`src/rtl/rr_reg_arbiter_if.sv`:
```
// Requester-side bus of the shared-register arbiter: requests, write strobes and
// packed write data in; one-hot grant, register contents and status out.
interface rr_reg_arbiter_if #(
    parameter int WIDTH = 8
);
    logic [3:0]         req;
    logic [3:0]         wr_en;
    logic [4*WIDTH-1:0] wdata;
    logic [3:0]         gnt;
    logic [WIDTH-1:0]   q;
    logic [1:0]         owner;
    logic               busy;
    logic               timeout;

    modport master (
        output req, wr_en, wdata,
        input  gnt, q, owner, busy, timeout
    );

    modport slave (
        input  req, wr_en, wdata,
        output gnt, q, owner, busy, timeout
    );
endinterface

```
`src/rtl/rr_reg_arbiter.sv`:
```
// Round-robin owner of a shared register among 4 requesters; grant one cycle after request.
// Tenure ends on request drop or after HOLD_MAX cycles, followed by one turnaround cycle.
module rr_reg_arbiter #(
    parameter int WIDTH    = 8,
    parameter int HOLD_MAX = 15
) (
    input  logic             clk,
    input  logic             rst_n,
    rr_reg_arbiter_if.slave  bus
);
    typedef enum logic [1:0] {
        IDLE    = 2'd0,
        GRANT   = 2'd1,
        RELEASE = 2'd2
    } state_e;

    localparam logic [7:0] HOLD_LAST = 8'(HOLD_MAX - 1);

    state_e           state_q, state_d;
    logic [1:0]       ptr_q, ptr_d;
    logic [1:0]       owner_q, owner_d;
    logic [7:0]       hold_cnt_q, hold_cnt_d;
    logic [3:0]       gnt_q, gnt_d;
    logic [WIDTH-1:0] q_q, q_d;
    logic             busy_q, busy_d;
    logic             timeout_q, timeout_d;

    logic [1:0]       sel;
    logic             found;
    logic [1:0]       idx;

    // Descending scan so the candidate closest to ptr is the last one assigned.
    always_comb begin
        sel   = ptr_q;
        found = 1'b0;
        idx   = ptr_q;
        for (int i = 3; i >= 0; i--) begin
            idx = ptr_q + 2'(i);
            if (bus.req[idx]) begin
                sel   = idx;
                found = 1'b1;
            end
        end
    end

    always_comb begin
        state_d    = state_q;
        ptr_d      = ptr_q;
        owner_d    = owner_q;
        hold_cnt_d = hold_cnt_q;
        gnt_d      = gnt_q;
        q_d        = q_q;
        timeout_d  = 1'b0;
        case (state_q)
            IDLE: begin
                gnt_d = 4'b0000;
                if (found) begin
                    owner_d    = sel;
                    gnt_d      = 4'b0001 << sel;
                    hold_cnt_d = 8'd0;
                    state_d    = GRANT;
                end
            end
            GRANT: begin
                if (!bus.req[owner_q]) begin
                    state_d = RELEASE;
                    gnt_d   = 4'b0000;
                    ptr_d   = owner_q + 2'd1;
                end else begin
                    if (bus.wr_en[owner_q]) begin
                        q_d = bus.wdata[owner_q*WIDTH +: WIDTH];
                    end
                    hold_cnt_d = hold_cnt_q + 8'd1;
                    // The last permitted cycle still takes its write before the forced handover.
                    if (hold_cnt_q == HOLD_LAST) begin
                        state_d   = RELEASE;
                        gnt_d     = 4'b0000;
                        ptr_d     = owner_q + 2'd1;
                        timeout_d = 1'b1;
                    end
                end
            end
            RELEASE: begin
                gnt_d   = 4'b0000;
                state_d = IDLE;
            end
            default: begin
                gnt_d   = 4'b0000;
                state_d = IDLE;
            end
        endcase
        busy_d = (state_d == GRANT) || (state_d == RELEASE);
    end

    always_ff @(posedge clk or negedge rst_n) begin
        if (!rst_n) begin
            state_q    <= IDLE;
            ptr_q      <= 2'd0;
            owner_q    <= 2'd0;
            hold_cnt_q <= 8'd0;
            gnt_q      <= 4'b0000;
            q_q        <= '0;
            busy_q     <= 1'b0;
            timeout_q  <= 1'b0;
        end else begin
            state_q    <= state_d;
            ptr_q      <= ptr_d;
            owner_q    <= owner_d;
            hold_cnt_q <= hold_cnt_d;
            gnt_q      <= gnt_d;
            q_q        <= q_d;
            busy_q     <= busy_d;
            timeout_q  <= timeout_d;
        end
    end

    assign bus.gnt     = gnt_q;
    assign bus.q       = q_q;
    assign bus.owner   = owner_q;
    assign bus.busy    = busy_q;
    assign bus.timeout = timeout_q;
endmodule

```
`src/flat_wrapper.sv`:
```
// flat-port wrapper written by rule: the top's interface ports become plain ports
module rr_reg_arbiter_flat 
#(
    parameter int WIDTH    = 8,
    parameter int HOLD_MAX = 15
)
  (clk, rst_n, bus_req, bus_wr_en, bus_wdata, bus_gnt, bus_q, bus_owner, bus_busy, bus_timeout);
  rr_reg_arbiter_if #(.WIDTH(WIDTH)) bus_i ();
  input  logic clk;
  input  logic rst_n;
  input wire logic [$bits(bus_i.req)-1:0] bus_req;
  input wire logic [$bits(bus_i.wr_en)-1:0] bus_wr_en;
  input wire logic [$bits(bus_i.wdata)-1:0] bus_wdata;
  output wire logic [$bits(bus_i.gnt)-1:0] bus_gnt;
  output wire logic [$bits(bus_i.q)-1:0] bus_q;
  output wire logic [$bits(bus_i.owner)-1:0] bus_owner;
  output wire logic [$bits(bus_i.busy)-1:0] bus_busy;
  output wire logic [$bits(bus_i.timeout)-1:0] bus_timeout;
  assign bus_i.req = bus_req;
  assign bus_i.wr_en = bus_wr_en;
  assign bus_i.wdata = bus_wdata;
  assign bus_gnt = bus_i.gnt;
  assign bus_q = bus_i.q;
  assign bus_owner = bus_i.owner;
  assign bus_busy = bus_i.busy;
  assign bus_timeout = bus_i.timeout;
  rr_reg_arbiter #(.WIDTH(WIDTH), .HOLD_MAX(HOLD_MAX)) u_core (.clk(clk), .rst_n(rst_n), .bus(bus_i));
endmodule
```
`config.mk`:
```
export PLATFORM = sky130hd
export DESIGN_NAME = rr_reg_arbiter_flat
export DESIGN_NICKNAME = d
export VERILOG_FILES = /design/src/rtl/rr_reg_arbiter_if.sv /design/src/rtl/rr_reg_arbiter.sv /design/src/flat_wrapper.sv
export SDC_FILE = /design/constraint.sdc
export NUM_CORES = 1
export LEC_CHECK = 0
export CORE_UTILIZATION = 45
export CTS_BUF_LIST = sky130_fd_sc_hd__clkbuf_4
export DETAILED_ROUTE_END_ITERATION = 10
export PLACE_DENSITY = 0.82
export REMOVE_ABC_BUFFERS = 1
export SYNTH_ARGS = -nofsm -noshare
export SYNTH_HDL_FRONTEND = slang
export SYNTH_SLANG_ARGS = --single-unit
```
`constraint.sdc`:
```
create_clock -name clk -period 2.45 [get_ports clk]
set_input_delay 0.735 -clock clk [delete_from_list [all_inputs] [get_ports clk]]
set_output_delay 0.735 -clock clk [all_outputs]
set_load 0.01 [all_outputs]
```
==> images/layer_met2.png <==
Cells faint in the background.
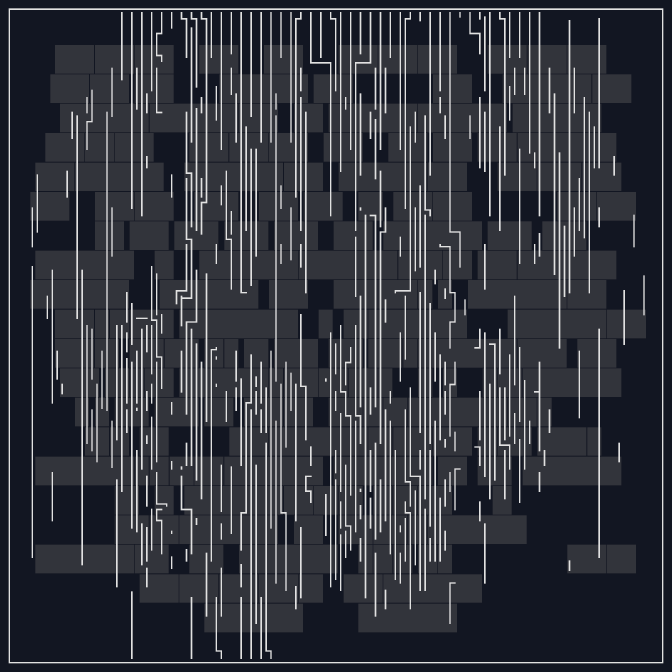
share of all routed wire: 57%
longest straight run: 35.4 um
nets with wire on the layer: 224
wire length on this layer: 2290 um

==> results.txt <==
Results of the run.

The cell row count is 20. The initial detailed-routing violation count is 63. CTS built an H-tree with a depth of 1.

In the floorplan report the effective utilization is 48.9%. Looking at the cell usage after synthesis, the top flip-flop cell is sky130_fd_sc_hd__dfrtp_1. The final route contains 1318 vias.

The final timing report counts setup violations totalling 0. The post-cts resize count is 0. The area of placed instances is 2230 um2. In the post-route report, total wirelength is listed as 4020 um. For this design the ratio of total power to cell area is 1040 nW/um2. The flow ran to the end, and the final reports show no timing, DRC or antenna violations.

In this run the static leakage power is 0.000972 uW. Buffers placed on the I/O ports in this run total 57. The worst setup path is captured at a register. The number of antenna diodes is 0. The proportion of synthesized chip area in sequential cells is 45.8%. The minimum clock period is 2220 ps.

The multi-input gate area in the final layout is 810 um2. The per-instance average area after synthesis is 12.2 um2. The placer congestion estimate is 0.838.

The via density per instance is 5.51. Nets still carrying antenna violations after routing amount to 0. The power share of the sequential group is 32.9%. The area of the chip is 3640 um2. The most used logic cell in the final layout is sky130_fd_sc_hd__clkdlybuf4s50_1. The die extent in y is 60.3 um.

The clock tree from TritonCTS is yes. The path category of the worst min-delay check is register to register. The delay of the slowest cell on the worst path is 530 ps. The number of slew-limit violations in the final report is 0. The report lists the cells along the critical path as clkdlybuf4s50_1 -> mux4_2 -> buf_4 -> a21oi_2 -> mux2_2. The termination of the worst setup path is u_core.ptr_q[1]. Including well taps, the total number of placed cells is 235. The capturing point of the worst reg2reg path is u_core.ptr_q[1]. The family with the most delay on the worst path is multiplexers.

The residual DRC count is 0. Overall power consumption after layout is estimated at 2380 uW. The headroom to the max-slew limit is 71.3%.

The kind of start point of the critical path is an input port. Entering global routing, the biggest net connects 29 pins. Yosys reports a chip area of 1530 um2.

The HPWL after detailed placement is 3270 um. The average detailed-routed wire length per instance is 16.8 um.
==> images/placement.png <==
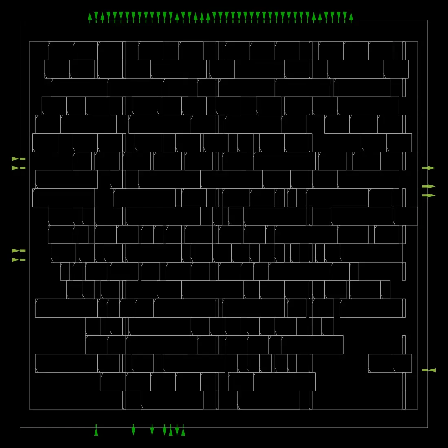
number of fill cells in the layout: 220
final instance count without filler cells: 239
Seq/total area: 30.7%
core occupancy in the finished layout: 73.1%
seq_cells: 28

## final cells by class
cell class	count	area share, %
multi-input combinational	92	35.4
sequential	28	30.7
timing repair buffer	69	28.9
tap	44	2.41
clock inverter	1	1.31
clock buffer	3	0.985
inverter	2	0.328
## worst register-to-register path, delay by kind of cell, from the launching register on
kind / cells / cell delay, ps
buffers and inverters: 1 / 70
and+or+nand+nor: 2 / 580
adders and majority gates: 1 / 140
DFF: 1 / 450
muxes: 1 / 350
AOI/OAI and AO/OA: 1 / 210
## flip-flops by register name, summed over array words and instances (netlist names)
signal	cells
u_core.bus.timeout	1
u_core.ptr_q	2
u_core.bus.busy	1
u_core.state_q	2
u_core.bus.q	8
u_core.hold_cnt_q	8
u_core.bus.owner	2
u_core.bus.gnt	4
## power by group through the flow
stage	combinational, uW	clock (uW)	sequential, uW
detailed placement	1290	0	784
floorplan	607	0	867
global route	1390	332	807
CTS	1290	312	779
global placement	1250	0	773
finish	1290	307	782
## stage by stage
stage                     setup TNS, ps  worst slack, ps  hold slack [ps]
after floorplan                       0              302              439
after global placement             -481            -54.7              480
after detailed placement          -1240             -119              482
after CTS                             0              234              514
after global routing                  0              194              535
final                                 0              234              505
## per-layer routing
metal / vias up / GRT usage, % / part of all wire (%)
li1: 608 / - / -
met1: 665 / 28.2 / 38
met2: 37 / 44.1 / 57
met3: 8 / 3.68 / 3.3
met4: 0 / 9.63 / 1.6
met5: - / 0 / 0
## cell families after synthesis
logic type | after synthesis | share of synthesized area (%)
AND-OR/OR-AND | 21 | 9.65
XOR/XNOR | 3 | 1.72
adder cells (fa/ha/maj) | 2 | 1.64
buffers and inverters | 5 | 1.31
flip-flops | 28 | 45.8
multiplexers | 22 | 23.3
AND/OR/NAND/NOR | 44 | 16.6
No activity file was given, so power comes from the tool's default toggle rates.
